### src/rtl/scan_line_scheduler.sv
// Queues beam endpoints and hands them one at a time to a line updater. Issue-to-issue spacing is at least 4 cycles.
// beam_ready drops only when the FIFO is full and no pop is made that cycle; abort flushes the queue and drains the line in flight.
module scan_line_scheduler #(
  parameter int COORD_W = 8,
  parameter int DEPTH   = 4
) (
  input  logic               clock,
  input  logic               reset,
  input  logic               beam_valid,
  output logic               beam_ready,
  input  logic [COORD_W-1:0] beam_x,
  input  logic [COORD_W-1:0] beam_y,
  input  logic               beam_last,
  input  logic               abort,
  output logic               line_start,
  output logic [COORD_W-1:0] line_x,
  output logic [COORD_W-1:0] line_y,
  input  logic               line_busy,
  output logic               scan_done,
  output logic [15:0]        beam_count,
  output logic               busy
);

  localparam int AW = $clog2(DEPTH);
  localparam logic [AW:0] FULL_CNT = (AW+1)'(DEPTH);

  typedef enum logic [2:0] {IDLE, ISSUE, WAIT_ACK, WAIT_DONE, DRAIN} state_t;

  typedef struct packed {
    logic [COORD_W-1:0] x;
    logic [COORD_W-1:0] y;
    logic               last;
  } beam_t;

  state_t              state_q;
  beam_t               mem_q [DEPTH];
  beam_t               beam_in;
  beam_t               head;
  logic [AW-1:0]       wr_ptr_q, wr_ptr_d, rd_ptr_q, rd_ptr_d;
  logic [AW:0]         cnt_q, cnt_d;
  logic                fifo_empty, push, pop;
  logic                line_start_q, scan_done_q, last_flag_q, drain_seen_q;
  logic [COORD_W-1:0]  line_x_q, line_y_q;
  logic [15:0]         count_q;

  assign beam_in    = '{x: beam_x, y: beam_y, last: beam_last};
  assign head       = mem_q[rd_ptr_q];
  assign fifo_empty = (cnt_q == '0);
  assign pop        = (state_q == IDLE) && !fifo_empty && !line_busy && !abort;
  assign beam_ready = (cnt_q != FULL_CNT) || pop;
  // A beam offered alongside abort is dropped, never queued.
  assign push       = beam_valid && beam_ready && !abort;
  assign busy       = !fifo_empty || (state_q != IDLE);

  assign line_start = line_start_q;
  assign scan_done  = scan_done_q;
  assign line_x     = line_x_q;
  assign line_y     = line_y_q;
  assign beam_count = count_q;

  always_comb begin
    wr_ptr_d = wr_ptr_q;
    rd_ptr_d = rd_ptr_q;
    cnt_d    = cnt_q;
    if (abort) begin
      wr_ptr_d = '0;
      rd_ptr_d = '0;
      cnt_d    = '0;
    end else begin
      wr_ptr_d = wr_ptr_q + AW'(push);
      rd_ptr_d = rd_ptr_q + AW'(pop);
      cnt_d    = cnt_q + (AW+1)'(push) - (AW+1)'(pop);
    end
  end

  always_ff @(posedge clock) begin
    if (push) mem_q[wr_ptr_q] <= beam_in;
  end

  always_ff @(posedge clock) begin
    if (!reset) begin
      wr_ptr_q <= '0;
      rd_ptr_q <= '0;
      cnt_q    <= '0;
    end else begin
      wr_ptr_q <= wr_ptr_d;
      rd_ptr_q <= rd_ptr_d;
      cnt_q    <= cnt_d;
    end
  end

  always_ff @(posedge clock) begin
    if (!reset) begin
      state_q      <= IDLE;
      line_start_q <= 1'b0;
      scan_done_q  <= 1'b0;
      last_flag_q  <= 1'b0;
      drain_seen_q <= 1'b0;
      line_x_q     <= '0;
      line_y_q     <= '0;
      count_q      <= '0;
    end else begin
      line_start_q <= 1'b0;
      scan_done_q  <= 1'b0;
      case (state_q)
        IDLE: begin
          if (pop) begin
            state_q      <= ISSUE;
            line_x_q     <= head.x;
            line_y_q     <= head.y;
            last_flag_q  <= head.last;
            line_start_q <= 1'b1;
          end
        end
        ISSUE: begin
          drain_seen_q <= 1'b0;
          state_q      <= abort ? DRAIN : WAIT_ACK;
        end
        WAIT_ACK: begin
          if (abort) begin
            state_q      <= DRAIN;
            drain_seen_q <= line_busy;
          end else if (line_busy) begin
            state_q <= WAIT_DONE;
          end
        end
        WAIT_DONE: begin
          if (abort) begin
            state_q      <= DRAIN;
            drain_seen_q <= 1'b1;
          end else if (!line_busy) begin
            state_q <= IDLE;
            // Completing the last beam closes the scan: the count restarts as scan_done fires.
            if (last_flag_q) begin
              count_q     <= '0;
              scan_done_q <= 1'b1;
            end else if (count_q != 16'hFFFF) begin
              count_q <= count_q + 16'd1;
            end
          end
        end
        DRAIN: begin
          if (!drain_seen_q) drain_seen_q <= line_busy;
          else if (!line_busy) state_q <= IDLE;
        end
        default: state_q <= IDLE;
      endcase
      if (abort) count_q <= '0;
    end
  end

endmodule
### config.mk
export PLATFORM = sky130hd
export DESIGN_NAME = scan_line_scheduler
export DESIGN_NICKNAME = d
export VERILOG_FILES = /design/src/rtl/scan_line_scheduler.sv
export SDC_FILE = /design/constraint.sdc
export NUM_CORES = 1
export LEC_CHECK = 0
export ABC_AREA = 1
export ABC_CLOCK_PERIOD_IN_PS = 4600
export CAP_MARGIN = 10
export CORE_MARGIN = 4
export CORE_UTILIZATION = 50
export CTS_BUF_LIST = sky130_fd_sc_hd__clkbuf_2 sky130_fd_sc_hd__clkbuf_4 sky130_fd_sc_hd__clkbuf_8
export DETAILED_ROUTE_END_ITERATION = 8
export MAX_ROUTING_LAYER = met4
export PLACE_DENSITY = 0.77
export SETUP_SLACK_MARGIN = 0.05
export SYNTH_ARGS = -nofsm -noshare
export SYNTH_HDL_FRONTEND = slang
export SYNTH_SLANG_ARGS = --single-unit
### constraint.sdc
create_clock -name clock -period 4.6 [get_ports clock]
set_clock_uncertainty 0.1 [all_clocks]
set_input_delay 1.15 -clock clock [delete_from_list [all_inputs] [get_ports clock]]
set_output_delay 1.15 -clock clock [all_outputs]
set_load 0.02 [all_outputs]
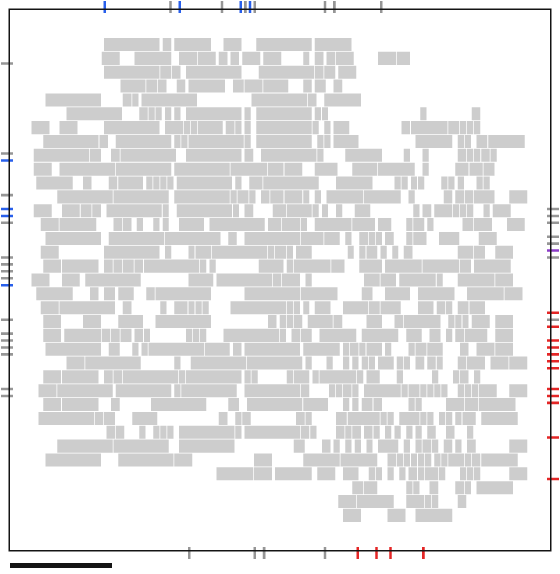
(I/O pins on the die edge)
The bar under the picture is 20 um long. Pins as bars across the die edge, other pins in grey.
Red stands for `beam_count`, pins 16, direction output, edge 12 right, 4 bottom. Blue stands for `beam_x`, pins 8, direction input, edge 4 top, 4 left. Purple stands for `line_busy`, pins 1, direction input, edge right.

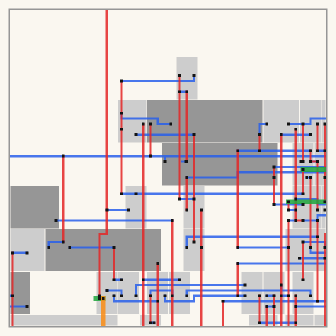
(layout detail)
Window x 70 to 90, y 70 to 90 um. Cells in grey, sequential cells in the stronger grey; small squares are vias.
Blue stands for met1. Green stands for met3. Orange stands for met4. Red stands for met2.
Netlist names of flops here include `state_q` (2), `drain_seen_q` (1). Sequential cells in the window: 3. 21 logic cells have their middle in the window. Most frequent: nand2_1 (7), nor2_1 (4), dfxtp_1 (3).

==> run summary <==
Purpose: to document the outcome of synthesis and place and route.

Status
The run finished with clean final reports.

CTS
The number of buffers added for setup after CTS is 0. Once the clock tree was built, the resizer swapped 0 gates to a different size.

Floorplan
The overall die height is 106 um. The effective utilization at floorplan is 51.8%. In this run the horizontal extent of the chip is 106 um. According to the floorplan report, the total die area is 11200 um2.

During I/O placement, the number of pins put on the boundary was 58.

Final timing
Hold is met by 398 ps. The timing-limited maximum frequency is 244 MHz. After layout, the worst path uses 89.0% of the clock period.

Power and ir drop
The internal portion of the total power is 1.57 mW. The power density normalized to cell area is 351 nW/um2. Combinational logic burns 5.1% of the power.

Placement
Once placement completed, the tool counted placed cells totaling 662. Note, the detailed placer reported a final HPWL of 6.54 mm.

Layout
Among logic cells in the layout, the one with the most instances is nor2_1. After layout, the clock buffer instance count stands at 17. The number of signal-net buffers in the layout is 64. The number of flip-flops under the largest register name is 68. The final layout contains a sequential cell count of 114. The fraction of cell area in multi-input combinational cells is reported as 27.7%.

The number of antenna cells inserted is 0.

Yosys
The library cell occupying the most area in the post-synthesis netlist is edfxtp_1. The adder-cell area share of the yosys netlist is 1.72%. The number of cells reported by Yosys stat comes to 488. The sequential cell area fraction in the yosys report is 61.6%.

Critical path
The critical path required time is 3350 ps.
-- path summary, 6_finish.rpt --
kind	start	end	depth (start not counted)
setup / recovery	line_busy	beam_ready	5
hold / removal	beam_count[13]	beam_count[13]	2
setup reg to reg	state_q[1]	cnt_q[2]	14
hold reg to reg	beam_count[13]	beam_count[13]	2
-- routing by layer --
| layer | global-route usage [%] | vias up | part of all wire (%) |
|---|---|---|---|
| li1 | - | 1807 | - |
| met1 | 23.3 | 1725 | 44 |
| met2 | 31.6 | 130 | 48 |
| met3 | 4.43 | 19 | 6.3 |
| met4 | 8.14 | 0 | 1.6 |
| met5 | - | - | 0 |
-- worst max-delay path, cell delays in order --
cell and delay, ps:
clkdlybuf4s50_1 550, nor2_1 220, nand3_2 150, nand4_1 140, clkdlybuf4s50_1 630
No activity file was given, so power comes from the tool's default toggle rates.
